### config.mk
export PLATFORM = sky130hd
export DESIGN_NAME = uart_tx_fifo
export DESIGN_NICKNAME = d
export VERILOG_FILES = /design/src/rtl/uart_tx_fifo_pkg.sv /design/src/rtl/uart_tx_fifo_sync_fifo.sv /design/src/rtl/uart_tx_fifo.sv
export SDC_FILE = /design/constraint.sdc
export NUM_CORES = 1
export LEC_CHECK = 0
export ABC_AREA = 1
export ABC_CLOCK_PERIOD_IN_PS = 2160
export CORE_MARGIN = 3
export CORE_UTILIZATION = 50
export DETAILED_ROUTE_END_ITERATION = 10
export PLACE_DENSITY = 0.8
export SLEW_MARGIN = 20
export SYNTH_ARGS = -nofsm -noshare
export SYNTH_HDL_FRONTEND = slang
export SYNTH_SLANG_ARGS = --single-unit
export TNS_END_PERCENT = 50
### constraint.sdc
create_clock -name clk -period 2.16 [get_ports clk]
set_clock_uncertainty 0.05 [all_clocks]
set_input_delay 0.324 -clock clk [delete_from_list [all_inputs] [get_ports clk]]
set_output_delay 0.324 -clock clk [all_outputs]
set_load 0.01 [all_outputs]
### src/rtl/uart_tx_fifo_pkg.sv
// Shared definitions for the buffered UART transmitter: parity modes,
// FSM state encoding and status word bit positions.
package uart_tx_fifo_pkg;

    // Parity modes for the PARITY parameter
    localparam int PAR_NONE = 0;
    localparam int PAR_ODD  = 1;
    localparam int PAR_EVEN = 2;

    // Status word bit positions
    localparam int STAT_FULL   = 15;
    localparam int STAT_ACTIVE = 14;
    localparam int STAT_OVR    = 13;

    // Width of the occupancy field at the bottom of the status word
    localparam int OCC_W = 5;

    typedef enum logic [2:0] {
        ST_IDLE   = 3'd0,
        ST_START  = 3'd1,
        ST_DATA   = 3'd2,
        ST_PARITY = 3'd3,
        ST_STOP   = 3'd4
    } tx_state_t;

    // Line level of the parity bit given the XOR of the payload bits
    function automatic logic parity_level(input int mode, input logic data_xor);
        return (mode == PAR_EVEN) ? data_xor : ~data_xor;
    endfunction

endpackage

### src/rtl/uart_tx_fifo_sync_fifo.sv
// Small synchronous FIFO with first-word-fall-through head output.
// The head is read combinationally so the transmitter can pop and load
// its shift register in the same cycle; a push into a full FIFO is only
// accepted when a pop frees a slot in that same cycle.
module sync_fifo #(
    parameter int WIDTH = 8,
    parameter int DEPTH = 4
) (
    input  logic                     clk,
    input  logic                     srst,
    input  logic                     push,
    input  logic [WIDTH-1:0]         push_data,
    input  logic                     pop,
    output logic [WIDTH-1:0]         head,
    output logic                     full,
    output logic                     empty,
    output logic [$clog2(DEPTH):0]   count
);
    localparam int AW = $clog2(DEPTH);

    logic [WIDTH-1:0] mem_reg [DEPTH];
    logic [AW-1:0]    wr_ptr_reg;
    logic [AW-1:0]    rd_ptr_reg;
    logic [AW:0]      count_reg;
    logic             push_ok;
    logic             pop_ok;

    assign full    = (count_reg == (AW+1)'(DEPTH));
    assign empty   = (count_reg == '0);
    assign count   = count_reg;
    assign head    = mem_reg[rd_ptr_reg];
    assign pop_ok  = pop && !empty;
    assign push_ok = push && (!full || pop_ok);

    // Storage write; entries carry no reset, only the pointers do
    always_ff @(posedge clk) begin
        if (push_ok) begin
            mem_reg[wr_ptr_reg] <= push_data;
        end
    end

    // Pointer and occupancy bookkeeping; pointers wrap naturally (DEPTH is 2^n)
    always_ff @(posedge clk) begin
        if (srst) begin
            wr_ptr_reg <= '0;
            rd_ptr_reg <= '0;
            count_reg  <= '0;
        end else begin
            if (push_ok) begin
                wr_ptr_reg <= wr_ptr_reg + AW'(1);
            end
            if (pop_ok) begin
                rd_ptr_reg <= rd_ptr_reg + AW'(1);
            end
            case ({push_ok, pop_ok})
                2'b10:   count_reg <= count_reg + (AW+1)'(1);
                2'b01:   count_reg <= count_reg - (AW+1)'(1);
                default: count_reg <= count_reg;
            endcase
        end
    end

endmodule

### src/rtl/uart_tx_fifo.sv
// Buffered UART transmitter: CPU writes land in a FIFO, the frame FSM
// drains it one character at a time with configurable framing.
// TX is registered, so the line trails the FSM state by one clock.
module uart_tx_fifo
    import uart_tx_fifo_pkg::*;
#(
    parameter int CLKS_PER_BIT = 217,
    parameter int DATA_BITS    = 8,
    parameter int PARITY       = 0,
    parameter int STOP_BITS    = 1,
    parameter int FIFO_DEPTH   = 4
) (
    input  logic        clk,
    input  logic        reset,
    input  logic        load,
    input  logic [15:0] in,
    output logic        TX,
    output logic [15:0] out
);
    localparam int CW     = $clog2(CLKS_PER_BIT);
    localparam int OCC_IN = $clog2(FIFO_DEPTH) + 1;

    localparam logic [CW-1:0] BAUD_LAST = CW'(CLKS_PER_BIT - 1);
    localparam logic [2:0]    DATA_LAST = 3'(DATA_BITS - 1);
    localparam logic [2:0]    STOP_LAST = 3'(STOP_BITS - 1);

    tx_state_t              state_reg, state_next;
    logic [CW-1:0]          baud_cnt_reg, baud_cnt_next;
    logic [2:0]             bit_idx_reg, bit_idx_next;
    logic [DATA_BITS-1:0]   shift_reg, shift_next;
    logic                   par_reg, par_next;
    logic                   tx_reg, tx_next;
    logic                   overrun_reg;
    logic                   pop;
    logic                   baud_done;

    logic [DATA_BITS-1:0]   fifo_head;
    logic                   fifo_full;
    logic                   fifo_empty;
    logic [OCC_IN-1:0]      fifo_count;

    // Upper write-data bits beyond the payload width are deliberately ignored
    logic unused_in_hi;
    assign unused_in_hi = ^in[15:DATA_BITS];

    sync_fifo #(
        .WIDTH (DATA_BITS),
        .DEPTH (FIFO_DEPTH)
    ) u_fifo (
        .clk       (clk),
        .srst      (reset),
        .push      (load),
        .push_data (in[DATA_BITS-1:0]),
        .pop       (pop),
        .head      (fifo_head),
        .full      (fifo_full),
        .empty     (fifo_empty),
        .count     (fifo_count)
    );

    assign baud_done = (baud_cnt_reg == BAUD_LAST);

    // State register plus frame datapath registers
    always_ff @(posedge clk) begin
        if (reset) begin
            state_reg    <= ST_IDLE;
            baud_cnt_reg <= '0;
            bit_idx_reg  <= '0;
            shift_reg    <= '0;
            par_reg      <= 1'b0;
            tx_reg       <= 1'b1;
        end else begin
            state_reg    <= state_next;
            baud_cnt_reg <= baud_cnt_next;
            bit_idx_reg  <= bit_idx_next;
            shift_reg    <= shift_next;
            par_reg      <= par_next;
            tx_reg       <= tx_next;
        end
    end

    // Next-state logic: bit timing, shifting and frame sequencing
    always_comb begin
        state_next    = state_reg;
        baud_cnt_next = baud_cnt_reg;
        bit_idx_next  = bit_idx_reg;
        shift_next    = shift_reg;
        par_next      = par_reg;
        case (state_reg)
            ST_IDLE: begin
                baud_cnt_next = '0;
                if (!fifo_empty) begin
                    state_next   = ST_START;
                    shift_next   = fifo_head;
                    par_next     = ^fifo_head;
                    bit_idx_next = '0;
                end
            end
            ST_START: begin
                if (baud_done) begin
                    baud_cnt_next = '0;
                    state_next    = ST_DATA;
                end else begin
                    baud_cnt_next = baud_cnt_reg + CW'(1);
                end
            end
            ST_DATA: begin
                if (baud_done) begin
                    baud_cnt_next = '0;
                    shift_next    = shift_reg >> 1;
                    if (bit_idx_reg == DATA_LAST) begin
                        bit_idx_next = '0;
                        state_next   = (PARITY != PAR_NONE) ? ST_PARITY : ST_STOP;
                    end else begin
                        bit_idx_next = bit_idx_reg + 3'd1;
                    end
                end else begin
                    baud_cnt_next = baud_cnt_reg + CW'(1);
                end
            end
            ST_PARITY: begin
                if (baud_done) begin
                    baud_cnt_next = '0;
                    bit_idx_next  = '0;
                    state_next    = ST_STOP;
                end else begin
                    baud_cnt_next = baud_cnt_reg + CW'(1);
                end
            end
            ST_STOP: begin
                if (baud_done) begin
                    baud_cnt_next = '0;
                    if (bit_idx_reg == STOP_LAST) begin
                        bit_idx_next = '0;
                        state_next   = ST_IDLE;
                    end else begin
                        bit_idx_next = bit_idx_reg + 3'd1;
                    end
                end else begin
                    baud_cnt_next = baud_cnt_reg + CW'(1);
                end
            end
            default: begin
                state_next    = ST_IDLE;
                baud_cnt_next = '0;
                bit_idx_next  = '0;
            end
        endcase
    end

    // Output decode: FIFO pop strobe and next line level
    always_comb begin
        pop     = (state_reg == ST_IDLE) && !fifo_empty;
        tx_next = 1'b1;
        case (state_reg)
            ST_START:  tx_next = 1'b0;
            ST_DATA:   tx_next = shift_reg[0];
            ST_PARITY: tx_next = parity_level(PARITY, par_reg);
            default:   tx_next = 1'b1;
        endcase
    end

    // Sticky overrun: a write dropped because the FIFO was full with no pop
    always_ff @(posedge clk) begin
        if (reset) begin
            overrun_reg <= 1'b0;
        end else if (load && fifo_full && !pop) begin
            overrun_reg <= 1'b1;
        end
    end

    // Status word assembled from registered state
    always_comb begin
        out                = '0;
        out[STAT_FULL]     = fifo_full;
        out[STAT_ACTIVE]   = !fifo_empty || (state_reg != ST_IDLE);
        out[STAT_OVR]      = overrun_reg;
        out[OCC_W-1:0]     = OCC_W'(fifo_count);
    end

    assign TX = tx_reg;

endmodule

m2.png
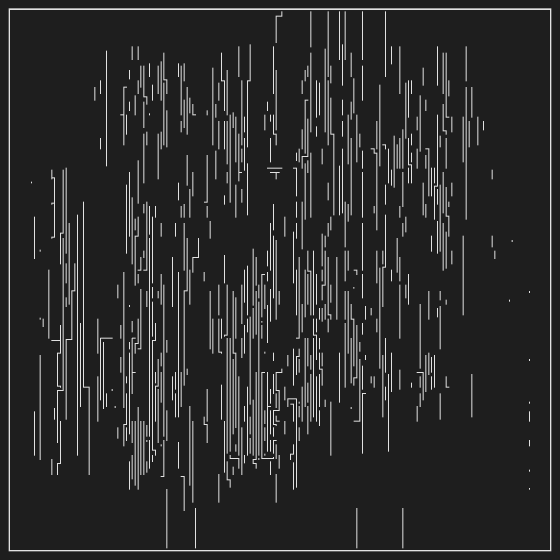
nets with wire on the layer: 342
main direction: vertical
longest straight run: 38.4 um
Vias: 2,506
Detailed Route WL: 6.004 mm

m4.png
Scale bar: 20 um. Supply wires on this layer in gray.
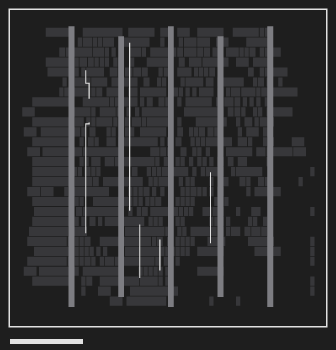
wire length on this layer: 126 um
main direction: vertical

m1.png
Supply wires on this layer in gray.
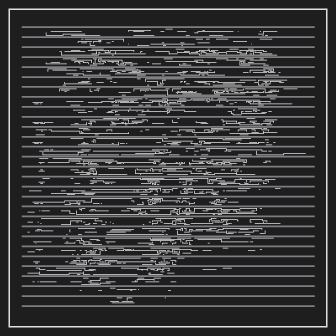
longest straight run: 21.2 um
share of all routed wire: 46%
wire length on this layer: 2,750 um
nets with wire on the layer: 392
GR Layer Usage met1: 0.2223

clock_nets.png
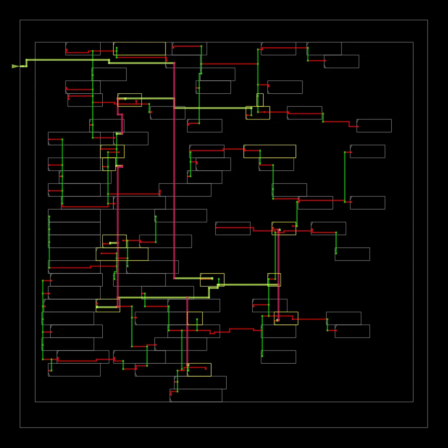
registers: 66
TritonCTS Buffers: 9
Clock Buffer Count: 9
clk_lat worst skew: 0.35 ns
clk sinks: 66

==> flow_summary.ini <==
; synthesis and place-and-route metrics
[synthesis]
avgSynthCellArea_um2 = 8.289
numSynthFlops = 66
yosysTopAreaCellShare = 0.2980
synthesis.area_mm2 = 0.003224
top_area_cell = edfxtp_1
ys_area_mm2 = 0.003224
postSynthCellCount = 389
ys_seq_share = 0.5091
area_leaders = edfxtp_1, dfxtp_1, nand2_1
edf_count = 32
ys_async_sr_fraction = 0
ys_cells = 389
yosysWarnings = 0
ff_type = dfxtp_1
synthDistinctLibCells = 35

[final_timing]
layout_setup_ws_ns = 0.1377
maxSlewViolCount = 0
final-hold-violation-count = 0
clock.fmax_mhz = 494.5
post-route-min-period_ns = 2.022
grt_setup_unrepaired = no
setup_violations = 0
tns_ns = 0
finalClockPeriodUsage = 0.9362

[run]
max_cap_viol_count = 0
tool_warnings = 39

[die]
fp_util = 0.5289
die-area_mm2 = 0.007449
nWellTaps = 75
die_w_um = 86.31
rows = 28
pin_count = 36
die_y_um = 86.31
core_mm2 = 0.006096

[power]
power_frac_seq = 0.343
power_frac_comb = 0.410
irDropWorstVdd_mv = 0.6484
sw_frac_of_total = 0.3938
power_frac_clock = 0.246
switchingPower_mw = 1.994
p_leak_nw = 1.640
power.density_mw_per_mm2 = 1369
power.internal_mw = 3.070

[detailed_routing]
drtIter0Drc = 100
antenna_left = 0
wl_per_cell_um = 12.10
dr.pass1.iters = 4
viasPerCell = 5.052
drc = 0

[global_route]
grt_pass1_wl_mm = 10.41
grt_pass1_vias = 2403
grt_use_total = 0.1802
antenna_found_initial = 0
grt_overflow = 0
grt_max_degree = 19

[critical_path]
required_ns = 1.79
crit_path_max_fanout = 3
end_kind = output port
r2r-end = u_fifo.count[2]$_SDFFE_PP0P_
critPathArrivalTime_ns = 1.65
worstSetupPathType = flip-flop to output port
reg2reg_depth = 11
startpoint_type = flip-flop
reg2reg_slack_ns = 0.34
rr_startpoint = u_fifo.count[0]$_SDFFE_PP0P_

[worst_hold_path]
hold_start = overrun_reg$_SDFFE_PP0P_
min_path_cells = 2
hold-path-endpoint = overrun_reg$_SDFFE_PP0P_
hold_path.class = flip-flop to flip-flop

[final_layout]
multi_input_comb_cells = 270
nNetsFinal = 445
largestClassByArea = flip-flops and latches
comb-cell-share = 0.3552
clkCellAreaFrac = 0.06529
seq_area_frac = 0.4438
combGateArea_mm2 = 0.001314
largest_reg_flops = 32
drive_above_1_share = 0.09739
nFillCells = 532
nonClockInverterCount = 42
regArea_mm2 = 0.001642
area_delta_synth_final_pct = 14.71
nonClkBufAreaFrac = 0.06631
diodes = 0
signal_buffers = 27

[placed_design]
dp_hpwl_mm = 4.217
preCtsSetupSlack_ns = 0.2881
place.gp.congestion = 0.7830
io_buffers = 17

[cts]
post_cts_buffers = 0
cts_max_level = 3
cts_tree = yes
clkTransAtPathRegs_ns = 0.07
cts_buffer_depth = 2
cts_root_buffer = clkbuf_8

[run_status]
status = finished clean
[critical path, stage by stage (launching register included)]
cell	delay (ns)
dfxtp_1	0.34
inv_2	0.08
nand2_2	0.08
nor2_4	0.12
nand4_1	0.16
clkdlybuf4s50_1	0.53
[timing repair]
action | CTS | global route
hold buffers | 0 | 0
endpoints found under the setup margin | 0 | 1
gates resized | 0 | 1
[logic make-up (layout without fill, tap and decap cells)]
family	Yosys count	count (layout)	share of synthesized area
fa+ha+maj	10	10	0.04113
simple gates	202	202	0.2635
other cells	1	10	0.001163
flops	66	66	0.5091
compound gates	45	45	0.08149
xor+xnor	3	3	0.008150
buf+inv	62	85	0.09546
[routing by layer]
layer,vias up,wire length [um],GRT usage,part of all wire
met4,0,126,0.09065,0.021
met5,-,0,0,0
met3,15,272,0.04468,0.045
met1,1143,2754,0.2223,0.46
met2,57,2850,0.2943,0.47
li1,1291,-,-,-
[metrics by stage]
step	instances	hold slack, ns	total power, mW	cell area (um^2)	utilization
after floorplan	398	0.3673	3.327	3258	-
after global placement	480	0.3808	3.723	3452	0.5663
after detailed placement	480	0.3917	3.829	3452	0.5663
after CTS	496	0.4069	5.089	3694	0.6059
after global routing	496	0.4472	5.528	3699	0.6067
final	496	0.4036	5.064	3699	0.6067
[cells in the final DEF (no fill, tap or decap)]
master and n:
a211oi_1 2, a21boi_2 1, a21oi_1 23, a31oi_1 1, buf_4 10, bufinv_16 3, clkbuf_8 9, clkdlybuf4s50_1 17
clkinv_1 1, clkinv_4 1, clkinvlp_4 2, conb_1 10, dfxtp_1 34, edfxtp_1 32, fa_1 1, ha_1 9
inv_1 36, inv_2 5, inv_6 1, nand2_1 137, nand2_2 4, nand2_4 1, nand3_1 27, nand3_2 1
nand3b_1 1, nand4_1 3, nor2_1 21, nor2_4 1, nor3_1 1, nor3_2 1, nor3b_1 2, o211a_1 1
o211ai_1 7, o21a_1 1, o21ai_0 9, or2_1 1, or2_2 1, xnor2_1 1, xor2_1 2
[how the worst max path moves through the flow]
stage | from | to | slack [ns] | cells past startpoint
global route | state_reg[1]$_SDFFE_PP0P_ | out[14] | 0.03 | 5
detailed placement | load | u_fifo.count[2]$_SDFFE_PP0P_ | 0.29 | 9
finish | state_reg[1]$_SDFFE_PP0P_ | out[14] | 0.14 | 5
global placement | load | u_fifo.count[2]$_SDFFE_PP0P_ | 0.30 | 9
floorplan | u_fifo.count[0]$_SDFFE_PP0P_ | u_fifo.mem_reg[0][0]$_DFFE_PP_ | 0.37 | 6
CTS | u_fifo.count[2]$_SDFFE_PP0P_ | out[15] | 0.06 | 3
[power groups by stage]
stage                     clock [mW]  sequential, mW  combinational (mW)
after floorplan                    0            1.72                1.60
after global placement             0            1.76                1.97
after detailed placement           0            1.76                2.07
after CTS                       1.27            1.74                2.08
after global routing            1.34            1.77                2.42
final                           1.25            1.74                2.08
[cell usage after synthesis, types with 3 or more instances]
library cell	instances
ha_1	9
o211ai_1	7
nand4_1	3
a21oi_1	23
nand3_1	27
nand2_1	137
dfxtp_1	34
edfxtp_1	32
nor2_1	21
o21ai_0	9
inv_1	36
nand2_2	4
buf_4	14
inv_2	5
Power is estimated from default activity; no workload was simulated.
